==> images/route_heat.png <==
18 x 18 tiles, from black (low) to pale yellow (high), scaled to the fullest tile. Values are wire area over tile area, all layers added.
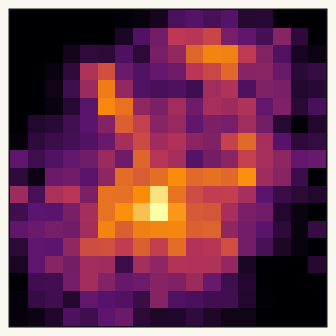
==> images/placed.png <==
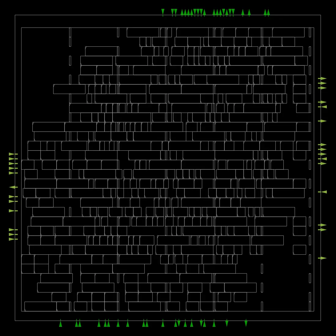
==> images/gates.png <==
Bar = 20 um.
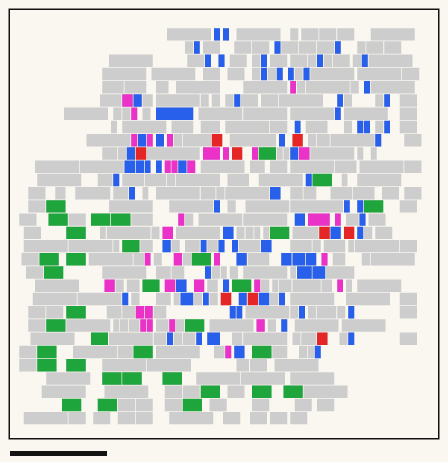
==> images/closeup.png <==
Bar = 10 um. Window x 31 to 56, y 14 to 39 um. Cells in gray, sequential cells in the stronger gray; small squares are vias.
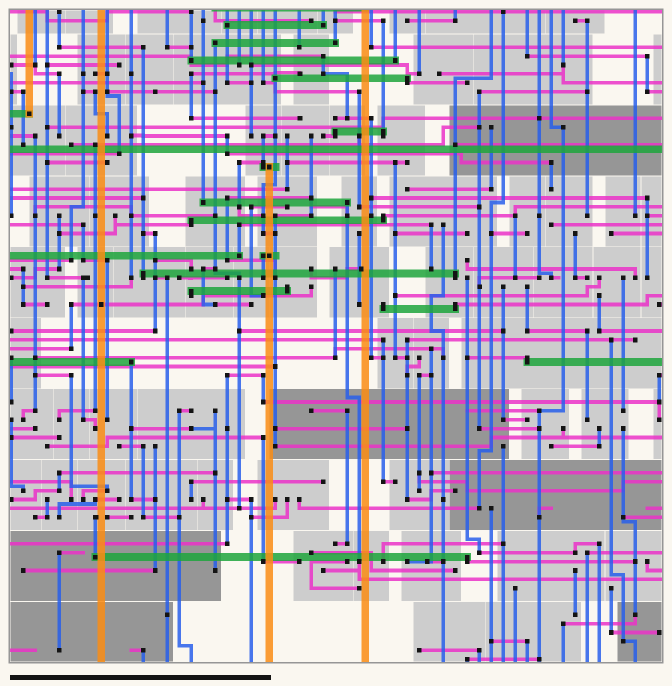
==> images/clock_wires.png <==
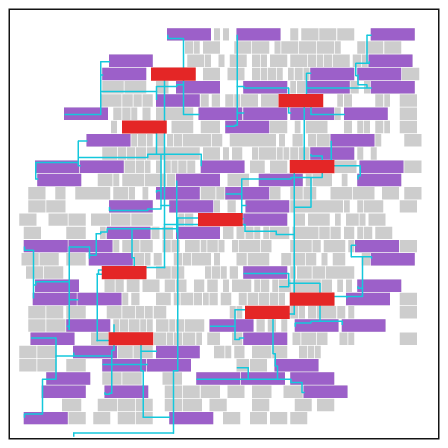
$ cat config.mk
export PLATFORM = sky130hd
export DESIGN_NAME = sys_cmd_host
export DESIGN_NICKNAME = d
export VERILOG_FILES = /design/src/rtl/sys_cmd_host.sv
export SDC_FILE = /design/constraint.sdc
export NUM_CORES = 1
export LEC_CHECK = 0
export CAP_MARGIN = 20
export CORE_MARGIN = 1.5
export CORE_UTILIZATION = 50
export CTS_BUF_LIST = sky130_fd_sc_hd__clkbuf_16
export CTS_CLUSTER_DIAMETER = 50
export DETAILED_ROUTE_END_ITERATION = 8
export GPL_TIMING_DRIVEN = 0
export PLACE_DENSITY = 0.87
export SLEW_MARGIN = 20
export SYNTH_ARGS = -nofsm -noshare
export SYNTH_HDL_FRONTEND = slang
export SYNTH_SLANG_ARGS = --single-unit
$ cat constraint.sdc
create_clock -name CLK -period 4.35 [get_ports CLK]
set_input_delay 0.87 -clock CLK [delete_from_list [all_inputs] [get_ports CLK]]
set_output_delay 0.87 -clock CLK [all_outputs]
set_load 0.01 [all_outputs]
$ cat src/rtl/sys_cmd_host.sv
// sys_cmd_host: host-side initiator for the UART register/ALU command link.
// Takes one parallel command, serialises its byte frame towards the UART TX
// front end, then gathers the 1- or 2-byte reply (low byte first) into a
// single response, or reports a timeout if the far end goes quiet.
//
// Handshakes: a transfer happens on a rising CLK edge where valid && ready.
// The sender holds valid and its payload stable until that edge; the
// receiver may drive ready freely. RX_DATA_VALID is a strobe with no ready.
module sys_cmd_host #(
  parameter int DATA_WIDTH    = 8,
  parameter int ADDR_SIZE     = 4,
  parameter int FUNC_WIDTH    = 4,
  parameter int ALU_OUT_WIDTH = 16,
  parameter int RSP_TIMEOUT   = 1023
) (
  input  logic                     CLK,
  input  logic                     RST,
  input  logic                     cmd_valid,
  output logic                     cmd_ready,
  input  logic [1:0]               cmd_type,
  input  logic [ADDR_SIZE-1:0]     cmd_addr,
  input  logic [DATA_WIDTH-1:0]    cmd_wdata,
  input  logic [DATA_WIDTH-1:0]    cmd_opb,
  input  logic [FUNC_WIDTH-1:0]    cmd_func,
  output logic [DATA_WIDTH-1:0]    TX_P_DATA,
  output logic                     TX_DATA_VALID,
  input  logic                     tx_ready,
  input  logic [DATA_WIDTH-1:0]    RX_P_DATA,
  input  logic                     RX_DATA_VALID,
  output logic [ALU_OUT_WIDTH-1:0] rsp_data,
  output logic                     rsp_valid,
  output logic                     rsp_timeout,
  output logic [1:0]               dbg_state
);

  typedef enum logic [1:0] {
    IDLE     = 2'd0,
    SEND     = 2'd1,
    WAIT_RSP = 2'd2,
    DONE     = 2'd3
  } state_t;

  // Counter only needs to hold 0..RSP_TIMEOUT-1; hitting the last value on
  // an idle cycle is the timeout.
  localparam int CW = (RSP_TIMEOUT < 2) ? 1 : $clog2(RSP_TIMEOUT);
  localparam logic [CW-1:0] TO_LAST = CW'(RSP_TIMEOUT - 1);

  localparam logic [DATA_WIDTH-1:0] HDR_WR   = DATA_WIDTH'(8'hAA);
  localparam logic [DATA_WIDTH-1:0] HDR_RD   = DATA_WIDTH'(8'hBB);
  localparam logic [DATA_WIDTH-1:0] HDR_ALU  = DATA_WIDTH'(8'hCC);
  localparam logic [DATA_WIDTH-1:0] HDR_ALUN = DATA_WIDTH'(8'hDD);

  state_t                   state_q, state_d;
  logic [1:0]               idx_q, idx_d;
  logic                     rx_cnt_q, rx_cnt_d;
  logic [CW-1:0]            to_cnt_q, to_cnt_d;
  logic [1:0]               type_q, type_d;
  logic [ADDR_SIZE-1:0]     addr_q, addr_d;
  logic [DATA_WIDTH-1:0]    wdata_q, wdata_d;
  logic [DATA_WIDTH-1:0]    opb_q, opb_d;
  logic [FUNC_WIDTH-1:0]    func_q, func_d;
  logic [DATA_WIDTH-1:0]    tx_data_q, tx_data_d;
  logic                     tx_valid_q, tx_valid_d;
  logic [ALU_OUT_WIDTH-1:0] rsp_data_q, rsp_data_d;
  logic                     rsp_valid_q, rsp_valid_d;
  logic                     rsp_timeout_q, rsp_timeout_d;
  logic                     alive_q;

  // Byte at position idx of the frame for a given command.
  function automatic logic [DATA_WIDTH-1:0] frame_byte(
    input logic [1:0]            t,
    input logic [ADDR_SIZE-1:0]  a,
    input logic [DATA_WIDTH-1:0] wd,
    input logic [DATA_WIDTH-1:0] ob,
    input logic [FUNC_WIDTH-1:0] fn,
    input logic [1:0]            idx
  );
    logic [DATA_WIDTH-1:0] a_x;
    logic [DATA_WIDTH-1:0] f_x;
    a_x = DATA_WIDTH'(a);
    f_x = DATA_WIDTH'(fn);
    frame_byte = '0;
    case (t)
      2'b00: frame_byte = (idx == 2'd0) ? HDR_WR : (idx == 2'd1) ? a_x : wd;
      2'b01: frame_byte = (idx == 2'd0) ? HDR_RD : a_x;
      2'b10: frame_byte = (idx == 2'd0) ? HDR_ALU : (idx == 2'd1) ? wd :
                          (idx == 2'd2) ? ob : f_x;
      default: frame_byte = (idx == 2'd0) ? HDR_ALUN : f_x;
    endcase
  endfunction

  // Index of the final byte of each frame type.
  function automatic logic [1:0] last_idx(input logic [1:0] t);
    case (t)
      2'b00:   last_idx = 2'd2;
      2'b10:   last_idx = 2'd3;
      default: last_idx = 2'd1;
    endcase
  endfunction

  // cmd_ready is the only combinational output; alive_q holds it low until
  // the first edge after reset release.
  assign cmd_ready     = alive_q && (state_q == IDLE);
  assign TX_P_DATA     = tx_data_q;
  assign TX_DATA_VALID = tx_valid_q;
  assign rsp_data      = rsp_data_q;
  assign rsp_valid     = rsp_valid_q;
  assign rsp_timeout   = rsp_timeout_q;
  assign dbg_state     = state_q;

  // Next-state and next-output logic for the command/response sequence.
  always_comb begin
    state_d       = state_q;
    idx_d         = idx_q;
    rx_cnt_d      = rx_cnt_q;
    to_cnt_d      = to_cnt_q;
    type_d        = type_q;
    addr_d        = addr_q;
    wdata_d       = wdata_q;
    opb_d         = opb_q;
    func_d        = func_q;
    tx_data_d     = tx_data_q;
    tx_valid_d    = tx_valid_q;
    rsp_data_d    = rsp_data_q;
    rsp_valid_d   = 1'b0;
    rsp_timeout_d = 1'b0;
    case (state_q)
      IDLE: begin
        if (cmd_valid && cmd_ready) begin
          type_d     = cmd_type;
          addr_d     = cmd_addr;
          wdata_d    = cmd_wdata;
          opb_d      = cmd_opb;
          func_d     = cmd_func;
          rsp_data_d = '0;
          idx_d      = 2'd0;
          rx_cnt_d   = 1'b0;
          to_cnt_d   = '0;
          tx_data_d  = frame_byte(cmd_type, cmd_addr, cmd_wdata, cmd_opb, cmd_func, 2'd0);
          tx_valid_d = 1'b1;
          state_d    = SEND;
        end
      end
      SEND: begin
        if (tx_ready) begin
          if (idx_q == last_idx(type_q)) begin
            tx_valid_d = 1'b0;
            to_cnt_d   = '0;
            rx_cnt_d   = 1'b0;
            if (type_q == 2'b00) begin
              state_d     = DONE;
              rsp_valid_d = 1'b1;
            end else begin
              state_d = WAIT_RSP;
            end
          end else begin
            idx_d     = idx_q + 2'd1;
            tx_data_d = frame_byte(type_q, addr_q, wdata_q, opb_q, func_q, idx_q + 2'd1);
          end
        end
      end
      WAIT_RSP: begin
        if (RX_DATA_VALID) begin
          // A byte arriving on the would-be timeout cycle still counts.
          to_cnt_d = '0;
          rx_cnt_d = 1'b1;
          if (!rx_cnt_q) rsp_data_d[DATA_WIDTH-1:0] = RX_P_DATA;
          else           rsp_data_d[2*DATA_WIDTH-1:DATA_WIDTH] = RX_P_DATA;
          if (rx_cnt_q || !type_q[1]) begin
            state_d     = DONE;
            rsp_valid_d = 1'b1;
          end
        end else if (to_cnt_q == TO_LAST) begin
          // Timeout pulse is shown from DONE so cmd_ready returns a cycle later.
          to_cnt_d      = '0;
          rsp_timeout_d = 1'b1;
          state_d       = DONE;
        end else begin
          to_cnt_d = to_cnt_q + 1'b1;
        end
      end
      default: begin
        state_d = IDLE;
      end
    endcase
  end

  // State and registered outputs, asynchronously cleared.
  always_ff @(posedge CLK or posedge RST) begin
    if (RST) begin
      state_q       <= IDLE;
      idx_q         <= '0;
      rx_cnt_q      <= 1'b0;
      to_cnt_q      <= '0;
      type_q        <= '0;
      addr_q        <= '0;
      wdata_q       <= '0;
      opb_q         <= '0;
      func_q        <= '0;
      tx_data_q     <= '0;
      tx_valid_q    <= 1'b0;
      rsp_data_q    <= '0;
      rsp_valid_q   <= 1'b0;
      rsp_timeout_q <= 1'b0;
      alive_q       <= 1'b0;
    end else begin
      state_q       <= state_d;
      idx_q         <= idx_d;
      rx_cnt_q      <= rx_cnt_d;
      to_cnt_q      <= to_cnt_d;
      type_q        <= type_d;
      addr_q        <= addr_d;
      wdata_q       <= wdata_d;
      opb_q         <= opb_d;
      func_q        <= func_d;
      tx_data_q     <= tx_data_d;
      tx_valid_q    <= tx_valid_d;
      rsp_data_q    <= rsp_data_d;
      rsp_valid_q   <= rsp_valid_d;
      rsp_timeout_q <= rsp_timeout_d;
      alive_q       <= 1'b1;
    end
  end

endmodule

==> metrics.cfg <==
[layout]
seq_share=0.364
layout.cells.most_common=dfrtp_1
layout.cells.most_common_list=dfrtp_1, clkdlybuf4s50_1, nand2_1
logic_gates=258
dominant_cells=multi-input combinational cells
buffer_area_frac=0.165
drive_gt1_frac=0.173
final-clk-cell-share=0.0664
signal_buffers=85
combGateArea_um2=1760
final_nets=483

[logic_synthesis]
topCellsByArea=dfrtp_1, mux2_2, nand2_1
async_reset_ff_frac=1.00
common_cells=dfrtp_1, nand2_1, o21ai_0
synth_area_um2=3610
synthesis.yosys.warnings=0
synth-edff-count=0
mux_share=0.105
ys_sh_simple=0.164
top_area_frac=0.478
top_logic_kind=AND-OR/OR-AND gates
synth_chip_area_um2=3610
most_common_cell=dfrtp_1
synth.avg_cell_area_um2=10.2
yosys.area_share.adder=0.0347

[run_status]
status=completed

[place]
port_buffers=68
placedCellCount=519
dpl_cell_area_um2=4430
dp.final_hpwl_um=5980
gp_congestion=0.953

[clocking]
postCtsResizedCells=0
clock_path_buffers=2
postCtsSetupBuffers=0
clk_pin_slew_ns=0.06
tritoncts=built

[setup_path]
critical_path_buf_inv_count=2
timing.rr.start=dbg_state[0]
cp.arrival_ns=1.90
rrSetupSlack_ns=2.12
path_max_fanout=6
criticalPathCategory=flip-flop to primary output
path_delay_family=buffers and inverters
worst-path-stages=4
worst_setup_path_start_kind=flip-flop
worst_path_max_delay_cell=clkdlybuf4s50_1
cp.required_ns=3.48

[timing]
hold_violations=0
fin_worst_skew_ns=0.00529
setup_slack_ns=1.58
fmax_mhz=361

[floorplan]
dieHeight_um=88.0
die_w_um=88.0
fp_util=0.526
ios=69

[route]
ant_nets=0
routed_wl_um=8420
wl_per_cell_um=15.7
drtIter0Drc=195

[grt]
met3_usage=0.0462
use_met1=0.310
overflow=0

[power]
pwr-share-clk=0.235
clock_net_power_w=0.000768
maxPowerGroup=combinational cells
switching_share=0.372
p_sw_w=0.00122
p_seq_frac=0.325

[hold_path]
min_from=rsp_data[8]
min_to=rsp_data[8]

-- route_heat.png (at the start) --
- densest ninth of the die: center
- tiles over half the peak: 17%
- nearly empty tiles: 16%
- mean over tiles: 0.18
- fullest tile: 0.61

-- placed.png (at the start) --
final non-filler cell total: 535
Tap Cells: 96
Rows: 30
core area: 6870 um2

-- gates.png (at the start) --
- mux cells: green (cells 34)
- nor cells: magenta (cells 33)
- nand cells: blue (cells 79)
- and/or cells: red (cells 9; where center)

-- closeup.png (at the start) --
- M3: green
- M2: blue
- M1: magenta
- M4: orange
- cells with their middle in the window: 60
- sequential cells in the window: 5
- most frequent: nand2_1 (8), dfrtp_1 (5), a21oi_1 (5)

-- clock_wires.png (at the start) --
- clock wires: cyan (length 864 um)
- clock-net drivers: red (count 9)
- flip-flops: purple (count 69)
- routed clock nets: 10
- flops lie: widely spread

Power and IR drop assume default switching activity.
